<file path="config.mk">
export PLATFORM = sky130hd
export DESIGN_NAME = trax_move_parser
export DESIGN_NICKNAME = d
export VERILOG_FILES = /design/src/rtl/trax_move_parser.sv
export SDC_FILE = /design/constraint.sdc
export NUM_CORES = 1
export LEC_CHECK = 0
export CAP_MARGIN = 0
export CORE_ASPECT_RATIO = 0.6
export CORE_MARGIN = 2
export CORE_UTILIZATION = 60
export DETAILED_ROUTE_END_ITERATION = 7
export PLACE_DENSITY = 0.84
export SYNTH_ARGS = -nofsm -noshare
export SYNTH_HDL_FRONTEND = slang
export SYNTH_SLANG_ARGS = --single-unit
</file>
<file path="constraint.sdc">
create_clock -name clock -period 6.5 [get_ports clock]
set_input_delay 1.3 -clock clock [delete_from_list [all_inputs] [get_ports clock]]
set_output_delay 1.3 -clock clock [all_outputs]
set_load 0.005 [all_outputs]
</file>
<file path="src/rtl/trax_move_parser.sv">
// Byte-stream parser for Trax protocol lines: a colour line, then "<col><row><type>\n" moves.
// Define TRAX_PARSER_CR_EN to ignore carriage returns at line boundaries ("\r\n" endings).
module trax_move_parser (
  input  logic        clock,
  input  logic        reset,
  input  logic [7:0]  rx_data,
  input  logic        rx_valid,
  output logic        color,
  output logic        color_valid,
  output logic [21:0] move_out,
  output logic        move_valid,
  output logic        parse_error,
  output logic        busy
);

  typedef enum logic [2:0] {
    WAIT_COLOR,
    COLOR_EOL,
    IDLE,
    COL,
    ROW,
    TYPE_DONE,
    DISCARD
  } state_e;

  state_e      state_q, state_d;
  logic        color_q, color_d;
  logic        color_valid_q, color_valid_d;
  logic [4:0]  col_hi_q, col_hi_d;
  logic [4:0]  col_lo_q, col_lo_d;
  logic [1:0]  col_cnt_q, col_cnt_d;
  logic [9:0]  row_q, row_d;
  logic [1:0]  row_cnt_q, row_cnt_d;
  logic [1:0]  type_q, type_d;
  logic [21:0] move_q, move_d;
  logic        move_valid_q, move_valid_d;
  logic        perr_q, perr_d;
  logic        reject;

  logic        is_letter, is_digit, is_nl, is_cr;
  logic [9:0]  col_val;

  assign is_letter = (rx_data >= 8'h40) && (rx_data <= 8'h5A);
  assign is_digit  = (rx_data >= 8'h30) && (rx_data <= 8'h39);
  assign is_nl     = (rx_data == 8'h0A);
`ifdef TRAX_PARSER_CR_EN
  assign is_cr     = (rx_data == 8'h0D);
`else
  assign is_cr     = 1'b0;
`endif

  // Letters '@'..'Z' map to 0..26 through their low five bits.
  assign col_val = ({5'b0, col_hi_q} * 10'd26) + {5'b0, col_lo_q};

  always_comb begin
    state_d       = state_q;
    color_d       = color_q;
    color_valid_d = color_valid_q;
    col_hi_d      = col_hi_q;
    col_lo_d      = col_lo_q;
    col_cnt_d     = col_cnt_q;
    row_d         = row_q;
    row_cnt_d     = row_cnt_q;
    type_d        = type_q;
    move_d        = move_q;
    move_valid_d  = 1'b0;
    perr_d        = 1'b0;
    reject        = 1'b0;

    if (rx_valid) begin
      unique case (state_q)
        WAIT_COLOR: begin
          if (rx_data == 8'h57 || rx_data == 8'h42) begin
            color_d = (rx_data == 8'h42);
            state_d = COLOR_EOL;
          end else begin
            perr_d = 1'b1;
          end
        end
        COLOR_EOL: begin
          if (is_nl) begin
            color_valid_d = 1'b1;
            state_d       = IDLE;
          end else if (!is_cr) begin
            perr_d  = 1'b1;
            state_d = WAIT_COLOR;
          end
        end
        IDLE: begin
          if (is_letter) begin
            col_hi_d  = '0;
            col_lo_d  = rx_data[4:0];
            col_cnt_d = 2'd1;
            row_d     = '0;
            row_cnt_d = '0;
            state_d   = COL;
          end else if (!(is_nl || is_cr)) begin
            reject = 1'b1;
          end
        end
        COL: begin
          // A two-letter column may not start with '@'.
          if (is_letter) begin
            if (col_cnt_q == 2'd1 && col_lo_q != 5'd0) begin
              col_hi_d  = col_lo_q;
              col_lo_d  = rx_data[4:0];
              col_cnt_d = 2'd2;
            end else begin
              reject = 1'b1;
            end
          end else if (is_digit) begin
            row_d     = (row_q * 10'd10) + {6'b0, rx_data[3:0]};
            row_cnt_d = 2'd1;
            state_d   = ROW;
          end else begin
            reject = 1'b1;
          end
        end
        ROW: begin
          if (is_digit) begin
            if (row_cnt_q < 2'd3) begin
              row_d     = (row_q * 10'd10) + {6'b0, rx_data[3:0]};
              row_cnt_d = row_cnt_q + 2'd1;
            end else begin
              reject = 1'b1;
            end
          end else if (rx_data == 8'h2B) begin
            type_d  = 2'b00;
            state_d = TYPE_DONE;
          end else if (rx_data == 8'h5C) begin
            type_d  = 2'b01;
            state_d = TYPE_DONE;
          end else if (rx_data == 8'h2F) begin
            type_d  = 2'b10;
            state_d = TYPE_DONE;
          end else begin
            reject = 1'b1;
          end
        end
        TYPE_DONE: begin
          if (is_nl) begin
            move_d       = {type_q, row_q, col_val};
            move_valid_d = 1'b1;
            state_d      = IDLE;
          end else if (!is_cr) begin
            reject = 1'b1;
          end
        end
        DISCARD: begin
          if (is_nl) begin
            state_d = IDLE;
          end
        end
        default: state_d = WAIT_COLOR;
      endcase

      // A rejected newline already ends the line, so skip DISCARD for it.
      if (reject) begin
        perr_d  = 1'b1;
        state_d = is_nl ? IDLE : DISCARD;
      end
    end
  end

  always_ff @(posedge clock) begin
    if (reset) begin
      state_q       <= WAIT_COLOR;
      color_q       <= 1'b0;
      color_valid_q <= 1'b0;
      col_hi_q      <= '0;
      col_lo_q      <= '0;
      col_cnt_q     <= '0;
      row_q         <= '0;
      row_cnt_q     <= '0;
      type_q        <= '0;
      move_q        <= '0;
      move_valid_q  <= 1'b0;
      perr_q        <= 1'b0;
    end else begin
      state_q       <= state_d;
      color_q       <= color_d;
      color_valid_q <= color_valid_d;
      col_hi_q      <= col_hi_d;
      col_lo_q      <= col_lo_d;
      col_cnt_q     <= col_cnt_d;
      row_q         <= row_d;
      row_cnt_q     <= row_cnt_d;
      type_q        <= type_d;
      move_q        <= move_d;
      move_valid_q  <= move_valid_d;
      perr_q        <= perr_d;
    end
  end

  assign color       = color_q;
  assign color_valid = color_valid_q;
  assign move_out    = move_q;
  assign move_valid  = move_valid_q;
  assign parse_error = perr_q;
  assign busy        = (state_q == COL) || (state_q == ROW) ||
                       (state_q == TYPE_DONE) || (state_q == DISCARD);

endmodule

</file>
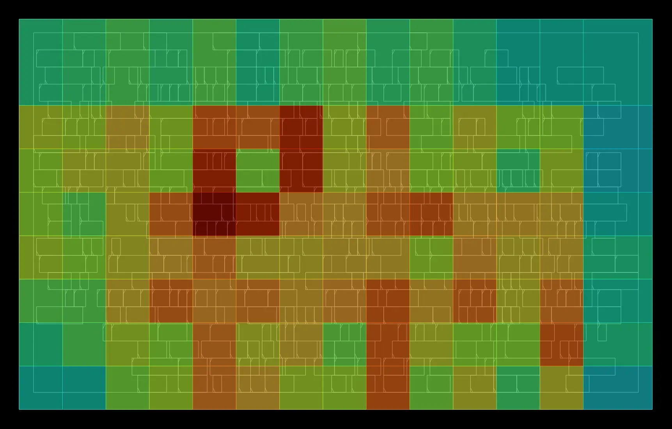
Figure 1: run 1, track usage over the die.
core utilization of the finished layout: 0.704
met1 Usage GRT: 0.394

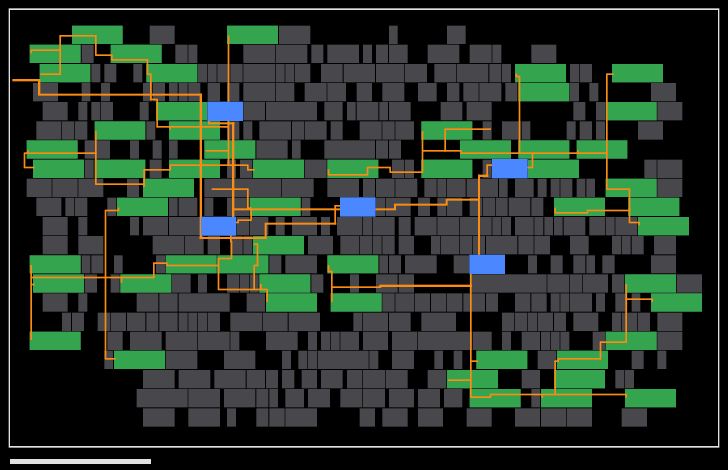
Figure 2: run 1, clock wires, drivers and flops.
The bar under the picture is 20 um long.
[flip-flops] green | count: 55
[clock wires] orange | length: 596 um
[cells driving clock nets] blue | count: 5
routed clock nets	6
Worst Skew: 2.85 ps
clock network latency to the later pin of the worst-skew pair: 310 ps
Clk. pwr: 0.263 mW

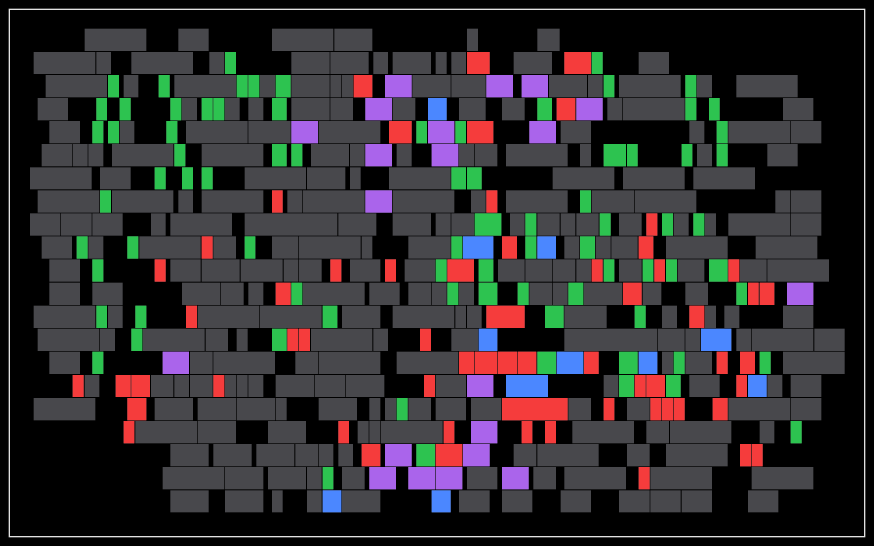
Figure 3: run 1, logic cells by family.
family	colour	cells	most used
NOR gates	red	61	nor2_1
NAND gates	green	80	nand2_1
XOR/XNOR gates	purple	21	xnor2_1
AND and OR gates	blue	11	or3_1

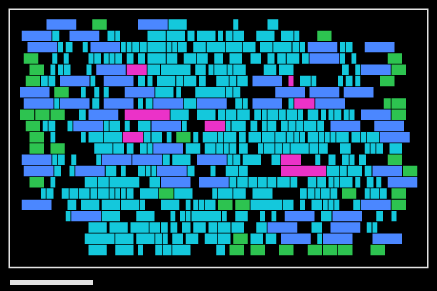
Figure 4: run 1, placement by cell class.
The bar under the picture is 20 um long.
class	colour	cells	share of their area
other buffers and delay cells	green	37	9.7%
flip-flops	blue	55	29%
all other logic	cyan	333	58%
clock drivers and dummy loads	magenta	8	3.5%
Layout Cell Area excl Fill: 3860 um2
sequential cell area share: 0.285
Std-Cell Rows: 21

==> notes.md, run 1 <==
yosys + openroad results -> peak supply drop=0.117 mV, core area=5490 um2, via count of the first global-routing pass=2616, slew of the pin with the lowest slew margin=1180 ps, unrepaired setup endpoints after global routing=no, number of buffers and inverters on the critical path=1, Total Power=0.627 mW, layout net count=481, internal power=0.501 mW, routed length on met1=3.90 mm, proportion of synthesized flip-flops having asynchronous set or reset=0, logic share of the area=0.545, global routing usage on met3=0.0537, power share of the clock group=0.419, share of final-layout standard cells stronger than drive strength 1=0.0254, P_comb=0.0268 mW, CP most frequent cell=sky130_fd_sc_hd__nor2_1, wire length of the first global-routing pass=12.6 mm, combinational cell fraction of total power=0.043, post-synthesis cell type count=51, Post-Route Hold Slack=454 ps, share of synthesized cell area in and, or, nand and nor gates=0.222, total setup violations reported at the end of the flow=0, maximum number of pins on one net before global-route repair=58, ys cells=408, clock buffer count in the final layout=6, startpoint of the tightest hold check path=move_out[19]$_SDFFE_PP0P_, Synth Flop Type=sky130_fd_sc_hd__dfxtp_1, Compound Share, Synth=0.182, outcome=complete, no violations, share of final layout cell area taken by non-clock buffers=0.0945, Die Width=101 um, Top cell excl fill/tap=sky130_fd_sc_hd__nand2_1, clock network area share=0.0343, Worst Hold Depth=2, TritonRoute pass-1 iters=5, sequential logic power=0.337 mW, Num CTS Buffers=5
Figure 5. Sequential cells grouped by signal name (run 1).
The bar under the picture is 20 um long. Other sequential cells in the stronger grey, the rest of the logic in the fainter grey.
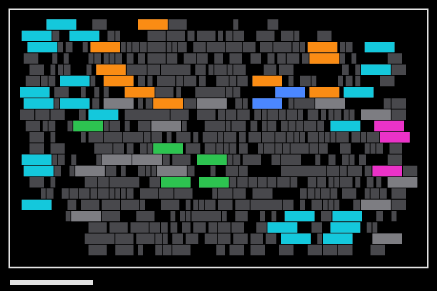

==> inputs of run 2 (changes only) <==
CORE_UTILIZATION = 57   (was 60)
PLACE_DENSITY = 0.81   (was 0.84)
clock period = 3.8 ns   (was 6.5 ns; I/O delays follow)
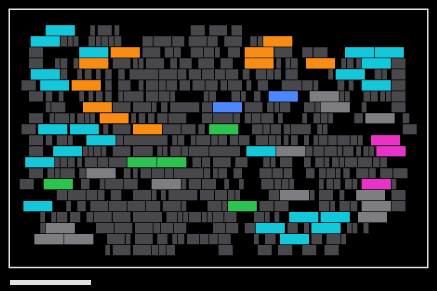
Figure 6: run 2, sequential cells grouped by signal name.
The bar under the picture is 20 um long. Other sequential cells in the stronger grey, the rest of the logic in the fainter grey.
name in the netlist	colour	placed flops
move_out	cyan	22
row_q	orange	10
row_cnt_q	blue	2
col_lo_q	green	5
state_q	magenta	3

==> run 2 against run 1 <==
Net effect: register-to-register slack got worse by 2700 ps; design area rose by 1.1%; critical path depth rose by 1; sequential cell count did not move; combinational power rose by 82%; die area rose by 5.0%; setup slack got worse by 2100 ps; critical path type unchanged; critical endpoint is now state_q[2]$_SDFFE_PP0P_.
==> notes.md, run 2 <==
yosys + openroad results -> global routing usage on met3=0.0633 (+0.00957), power share of the clock group=0.374 (-0.045), core utilization of the finished layout=0.695 (-0.00866), ys cells=408 (unchanged), Clk. pwr=0.374 mW (+42%), combinational cell fraction of total power=0.049 (+0.006), sequential cell area share=0.282 (-0.00319), core area=5620 um2 (+2.4%), TritonRoute pass-1 iters=7 (+2), met1 Usage GRT=0.416 (+0.0218), proportion of synthesized flip-flops having asynchronous set or reset=0 (unchanged), clock network latency to the later pin of the worst-skew pair=300 ps (about the same), Worst Hold Depth=2 (unchanged), Post-Route Hold Slack=457 ps (+2.76 ps), wire length of the first global-routing pass=13.8 mm (+9.4%), Layout Cell Area excl Fill=3910 um2 (+1.1%), share of synthesized cell area in and, or, nand and nor gates=0.222 (unchanged), Num CTS Buffers=5 (unchanged), internal power=0.788 mW (+57%), Total Power=1.00 mW (+59%), Compound Share, Synth=0.182 (unchanged), share of final-layout standard cells stronger than drive strength 1=0.0409 (+0.0155), share of final layout cell area taken by non-clock buffers=0.109 (+0.0143), sequential logic power=0.577 mW (+71%), maximum number of pins on one net before global-route repair=58 (unchanged), outcome=complete, no violations, number of buffers and inverters on the critical path=1 (unchanged), Synth Flop Type=sky130_fd_sc_hd__dfxtp_1, Top cell excl fill/tap=sky130_fd_sc_hd__nand2_1, startpoint of the tightest hold check path=move_out[17]$_SDFFE_PP0P_, layout net count=489 (+1.7%), Worst Skew=8.99 ps (+6.14 ps), peak supply drop=0.177 mV (+51%), clock network area share=0.0262 (-0.00807), via count of the first global-routing pass=2817 (+7.7%), slew of the pin with the lowest slew margin=1010 ps (-175 ps), clock buffer count in the final layout=6 (unchanged), P_comb=0.0489 mW (+82%), unrepaired setup endpoints after global routing=no, Std-Cell Rows=21 (unchanged), total setup violations reported at the end of the flow=0 (unchanged)
Power figures rest on the tool's default switching activity, not on a simulated workload.
